$ cat config.mk
export PLATFORM = sky130hd
export DESIGN_NAME = pipe_reg_chain
export DESIGN_NICKNAME = d
export VERILOG_FILES = /design/src/rtl/pipe_reg_chain.sv
export SDC_FILE = /design/constraint.sdc
export NUM_CORES = 1
export LEC_CHECK = 0
export ABC_AREA = 1
export CAP_MARGIN = 20
export CORE_AREA = 5 5 56 95
export CTS_BUF_LIST = sky130_fd_sc_hd__clkbuf_16
export CTS_CLUSTER_DIAMETER = 30
export CTS_CLUSTER_SIZE = 8
export DETAILED_ROUTE_END_ITERATION = 7
export DIE_AREA = 0 0 61 100
export GPL_TIMING_DRIVEN = 0
export PLACE_DENSITY = 0.72
export SLEW_MARGIN = 0
export SYNTH_ARGS = -nofsm -noshare
export SYNTH_HDL_FRONTEND = slang
export SYNTH_SLANG_ARGS = --single-unit
$ cat constraint.sdc
create_clock -name clk -period 2.2 [get_ports clk]
set_input_delay 0.44 -clock clk [delete_from_list [all_inputs] [get_ports clk]]
set_output_delay 0.44 -clock clk [all_outputs]
set_load 0.005 [all_outputs]
$ cat src/rtl/pipe_reg_chain.sv
// ---------------------------------------------------------------------------
// pipe_reg_chain
//
// Chain of DEPTH registers, each WIDTH bits wide, with a per-stage valid bit
// and valid/ready flow control. Empty stages collapse: when the output stalls,
// upstream words keep advancing into empty downstream stages, so bubbles are
// squeezed out. Used for retiming / latency matching between blocks.
//
// Parameters:
//   WIDTH      data width in bits (>=1)
//   DEPTH      number of register stages (>=1)
//   RESET_VAL  value loaded into every data stage on reset or flush
//
// Ports:
//   clk        rising-edge clock
//   rst_n      asynchronous active-low reset
//   clr        synchronous flush, active-high (priority over all traffic)
//   in_valid   producer has data
//   in_ready   chain accepts in_data this cycle
//   in_data    input word
//   out_valid  out_data is valid
//   out_ready  consumer accepts out_data
//   out_data   output word (last stage's data register)
//   count      number of valid stages, 0..DEPTH
//   stall_cnt  (PIPE_REG_CHAIN_STATS_EN only) saturating count of cycles
//              with a valid output word held back by out_ready=0
//
// Optional feature macro: PIPE_REG_CHAIN_STATS_EN
// ---------------------------------------------------------------------------
module pipe_reg_chain #(
  parameter int               WIDTH     = 8,
  parameter int               DEPTH     = 4,
  parameter logic [WIDTH-1:0] RESET_VAL = {WIDTH{1'b0}}
) (
  input  logic                       clk,
  input  logic                       rst_n,
  input  logic                       clr,
  input  logic                       in_valid,
  output logic                       in_ready,
  input  logic [WIDTH-1:0]           in_data,
  output logic                       out_valid,
  input  logic                       out_ready,
  output logic [WIDTH-1:0]           out_data,
  output logic [$clog2(DEPTH+1)-1:0] count
`ifdef PIPE_REG_CHAIN_STATS_EN
  ,
  output logic [15:0]                stall_cnt
`endif
);

  localparam int CW = $clog2(DEPTH + 1);

  logic [DEPTH-1:0] valid_q, valid_d;
  logic [WIDTH-1:0] data_q [DEPTH];
  logic [WIDTH-1:0] data_d [DEPTH];
  logic [CW-1:0]    count_q, count_d;

  // Per-stage ready and the word presented to each stage from upstream.
  logic [DEPTH-1:0] rdy;
  logic [DEPTH-1:0] up_valid;
  logic [WIDTH-1:0] up_data [DEPTH];
  logic             push, pop;

  // Ready ripples from the output back to the input: a stage can take a new
  // word if it is empty or if the stage after it is moving.
  always_comb begin
    logic r;
    // NOTE: combinational logic uses blocking '=' so each loop iteration sees
    // the value just computed; sequential state below uses '<=' only.
    r   = out_ready;
    rdy = '0;
    for (int i = DEPTH - 1; i >= 0; i--) begin
      r      = ~valid_q[i] | r;
      rdy[i] = r;
    end
  end

  always_comb begin
    up_valid[0] = in_valid;
    up_data[0]  = in_data;
    for (int i = 1; i < DEPTH; i++) begin
      up_valid[i] = valid_q[i-1];
      up_data[i]  = data_q[i-1];
    end
  end

  assign in_ready  = rdy[0] & ~clr;
  assign out_valid = valid_q[DEPTH-1] & ~clr;
  assign out_data  = data_q[DEPTH-1];
  assign count     = count_q;
  assign push      = in_valid & in_ready;
  assign pop       = out_valid & out_ready;

  always_comb begin
    // NOTE: every output of this block gets a hold value first, so no path
    // leaves a variable unassigned and no latch is inferred.
    for (int i = 0; i < DEPTH; i++) begin
      valid_d[i] = valid_q[i];
      data_d[i]  = data_q[i];
      if (clr) begin
        valid_d[i] = 1'b0;
        data_d[i]  = RESET_VAL;
      end else if (rdy[i]) begin
        valid_d[i] = up_valid[i];
        // Data only moves with a valid word, so an empty output stage keeps
        // showing the last word that reached it.
        if (up_valid[i]) begin
          data_d[i] = up_data[i];
        end
      end
    end
  end

  always_comb begin
    count_d = count_q;
    if (clr) begin
      count_d = '0;
    end else begin
      count_d = count_q + CW'(push) - CW'(pop);
    end
  end

  always_ff @(posedge clk or negedge rst_n) begin
    if (!rst_n) begin
      valid_q <= '0;
      count_q <= '0;
      // NOTE: the data array is reset too, because out_data must read
      // RESET_VAL straight after reset even though no word is valid.
      for (int i = 0; i < DEPTH; i++) begin
        data_q[i] <= RESET_VAL;
      end
    end else begin
      valid_q <= valid_d;
      count_q <= count_d;
      for (int i = 0; i < DEPTH; i++) begin
        data_q[i] <= data_d[i];
      end
    end
  end

`ifdef PIPE_REG_CHAIN_STATS_EN
  logic [15:0] stall_cnt_q, stall_cnt_d;

  always_comb begin
    stall_cnt_d = stall_cnt_q;
    if (clr) begin
      stall_cnt_d = '0;
    end else if (valid_q[DEPTH-1] && !out_ready && (stall_cnt_q != 16'hFFFF)) begin
      stall_cnt_d = stall_cnt_q + 16'd1;
    end
  end

  always_ff @(posedge clk or negedge rst_n) begin
    if (!rst_n) begin
      stall_cnt_q <= '0;
    end else begin
      stall_cnt_q <= stall_cnt_d;
    end
  end

  assign stall_cnt = stall_cnt_q;
`endif

endmodule

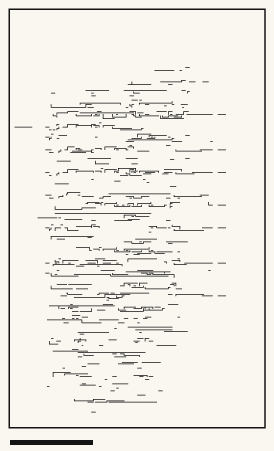
(M1 wires)
Scale bar: 20 µm.
share of all routed wire	37%
nets with wire on the layer	200
routed vias: 1253
M1 GR Usage: 0.113
Routed WL: 2980 µm

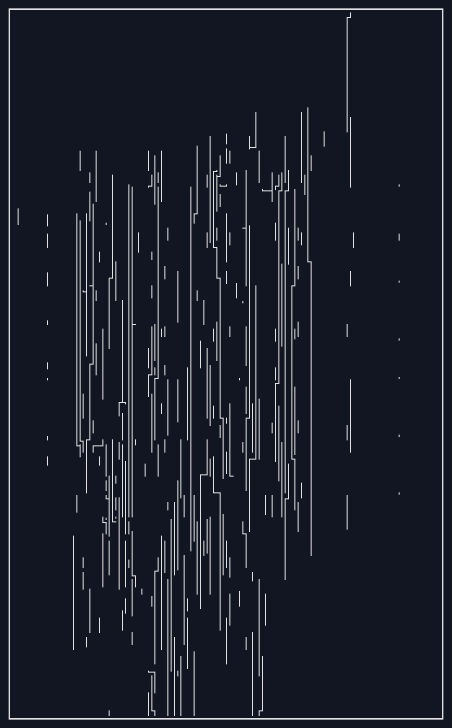
(M2 wires)
longest straight run	51.3 µm
share of all routed wire	56%
main direction	vertical
routing usage on met2: 0.217

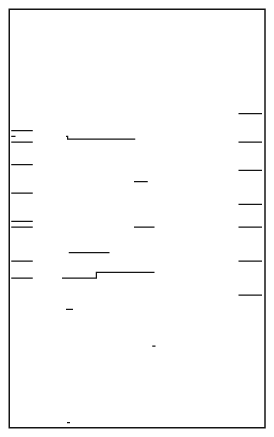
(the metal 3 layer)
share of all routed wire	4.6%
longest straight run	16.1 µm
met3 usage: 0.0270

==> Changelog: implementation <==
## Implementation

* Outcome: complete, no violations
* H-tree depth at 2
* Share of layout cells above drive strength 1 at 0.160
* Ys cells at 185
* Mapped Area at 1740 µm²
* Detailed Routing Iterations Pass 1 at 4
* Syn Area/Cell at between 9 and 10 µm²
* R2R Path Start: valid_q[3]
* First-pass GRT wire length at between 5000 and 6000 µm
* Post-DRT Antenna Nets at 0
* Max-slew headroom at 0.432
* Initial DRC count at 28
* Sequential share of the synthesized area at 0.562
* R2R Setup Slk at between 0.15 and 0.2 ns
* Initial antenna violation count at 0
* Endpoints failing hold at 0
* Hpwl dp at ~2100 µm
* Vias in the first global route at between 1000 and 1500
* Die Footprint at 6100 µm²
* Core area at between 4000 and 5000 µm²
* Final Cycle Share at 0.959
* Max Cap Viol at 0
* Synthesized Nets at approximately 200
* Startpoint Class: input pin
* Fin crit period at approximately 2.1 ns
* OpenROAD warning count at 26
* CP Launch Point: out_ready
* CTS Buf Count at 5
* Routed len/inst at approximately 11 µm
* Rows at 32
* Chip area estimate from yosys synthesis at 1740 µm²
* Post-Route Skew at 0.00451 ns
* All-Layer GR Usage at 0.118
* #FFs+latches synth at 39
* VDD IR max at around 0.60 mV
* Inserted Diodes at 0
* Critical path endpoint category: output pin
* Worst R2R End: count[1]
* Clock-pin slew on the worst setup and hold paths at around 0.060 ns
* Die height at 100 µm
* CP required at about 1.8 ns
* CTS tree: built
* R2R depth at 12
* Largest net degree at the start of global routing at approximately 40
* Clk root buf: clkbuf_16
* Setup TNS Final at 0 ns
* P per Cell Area at around 700 nW/µm²
* Yosys warning count at 0
* Slew Viols, Final at 0
* Max Freq at around 470 MHz
* Overflow after GRT at 0
* Ys flop type: dfrtp_1
* Clock Sinks at 39
* Leakage at 1.12 nW
* Cell Type Count at 28
* Placed insts at 261
* Final setup violation count at 0
* Asr flop ratio synth at 1.00
* Max Fanout on Critical Path at 6
* RSZ-0062 raised after global routing: false
* Die width at 61 µm
* Max clock buf depth at 2
* Routability-driven placement congestion ratio at approximately 0.71
* Hold Path Class: input pin to asynchronous set/reset pin
* Post-synth EDFFs at 0
* Non-filler cells, final at between 200 and 300
* Vias/cell at around 4.6
* Worst slew pin tran at around 0.85 ns
* Path type of the worst setup path: input pin to output pin
* Mapped Cells at 185
* CP arrival at between 1.5 and 2 ns
* Area Growth Syn to Fin at 27.4%
* Initial cell density of the core at 0.395
* Final net count at about 230
* Post-route DRC violation count at 0
* Clock latency on the worst-skew pair at between 0.2 and 0.3 ns
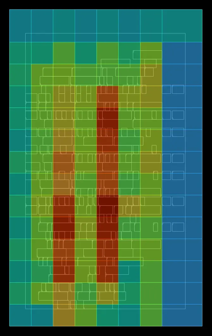
(congestion heat map)
Top Usage Layer GRT: met2
Core Util, Final: 0.503

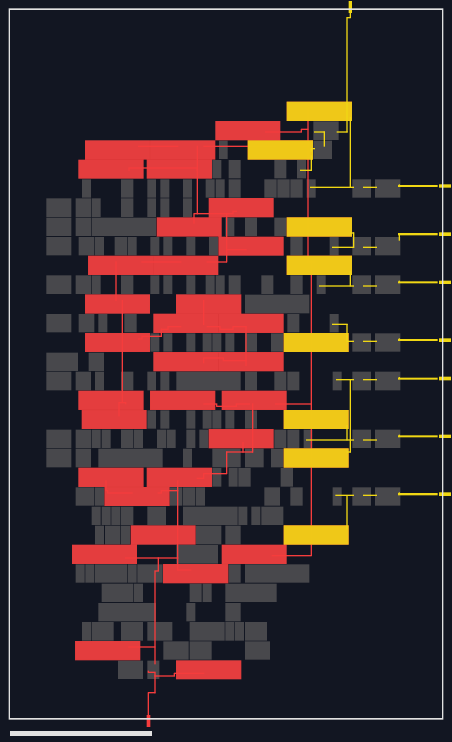
(nets reached from selected ports)
Scale bar: 20 µm.
port	color	bits	direction	edge	end cells	buffers	wire
out_data	yellow	8	output	7 east, 1 north	8	16	141 µm
rst_n	red	1	input	south	39	1	289 µm
buffers added on ports: 25
boundary pin count: 26

==> per-stage QoR <==
step	area (µm²)	utilization	setup slack [ns]	power [mW]	hold WS, ns
finish	2210	0.503	0.0904	1.55	0.258
global route	2210	0.503	0.0108	1.61	0.343
CTS	2200	0.499	0.0333	1.57	0.296
detailed placement	2050	0.465	-0.675	0.881	0.454
global placement	2050	0.466	-0.652	0.879	0.451
floorplan	1740	-	0.123	0.817	0.144
==> power by group <==
group	internal [mW]	switching, mW	leakage (nW)
Sequential	0.737	0.0139	0.535
Combinational	0.0506	0.0660	0.521
Clock	0.411	0.274	0.0649
Total	1.20	0.354	1.12
==> critical path, cell delays in order <==
cell and delay, ns:
dlygate4sd2_1 0.29, nor2_8 0.16, nand4_4 0.10, inv_2 0.08
nor2_2 0.04, buf_4 0.13, clkdlybuf4s50_1 0.43
==> registers in the layout, summed over array words and instances (netlist names) <==
register and count:
data_q 24, out_data 8, valid_q 4, count 3
==> cell usage in the layout (no fill, tap or decap), drive strengths merged <==
cell type      Yosys  layout
a21oi              2       2
ha                 2       2
nand2             52      52
dlygate4sd2        0       2
dfrtp             39      39
nand4              9       9
nor2              12      12
clkbuf             3       8
fa                 1       1
xnor2              1       1
buf               10      12
inv               15      15
and3               1       1
clkinvlp           0       1
xor2               1       1
dlymetal6s2s       0       1
nand3             26      26
o21ai             10      10
clkinv             1       3
clkdlybuf4s50      0      21
==> cells in the mapped netlist (2+ instances only) <==
master | n | area, µm²
nand2_1 | 50 | 188
dfrtp_1 | 39 | 976
nand3_1 | 25 | 125
inv_1 | 12 | 45.0
nor2_1 | 9 | 33.8
buf_4 | 8 | 60.1
nand4_1 | 8 | 50.1
o21ai_0 | 8 | 40.0
clkbuf_1 | 3 | 11.3
inv_2 | 3 | 11.3
ha_1 | 2 | 25.0
nand2_2 | 2 | 12.5
==> cell type report <==
class,count,area (µm²)
buffer,12,86.3
clock buffer,5,125
clock inverter,3,15.0
fill,420,2190
inverter,16,61.3
multi-input combinational,117,627
sequential,39,976
tap,51,63.8
timing repair buffer,27,260
==> routing by layer <==
layer | vias up | GRT usage | part of all wire
met5 | - | 0 | 0
li1 | 659 | - | -
met3 | 8 | 0.0270 | 0.045
met1 | 561 | 0.113 | 0.37
met2 | 25 | 0.217 | 0.56
met4 | 0 | 0.0701 | 0.030
==> kinds of logic after synthesis <==
group	after synthesis	share of synthesized area
AOI/OAI and AO/OA	12	0.0432
DFF	39	0.562
and+or+nand+nor	100	0.279
buffers and inverters	29	0.0806
adders and majority gates	3	0.0259
xor gates and xnor gates	2	0.0101
==> what timing repair did <==
item / 4_1_cts / 5_1_grt
pin swaps: 0 / 2
hold endpoints to repair: 0 / 0
hold buffers: 0 / 0
setup buffers: 1 / 1
endpoints found under the setup margin: 4 / 1
gates resized: 6 / 4
==> worst max-delay path by stage <==
stage	endpoint	slack, ns
floorplan	count[2]	0.12
finish	in_ready	0.09
detailed placement	count[2]	-0.68
global placement	count[2]	-0.65
CTS	count[2]	0.03
global route	in_ready	0.01
Power figures rest on the tool's default switching activity, not on a simulated workload.
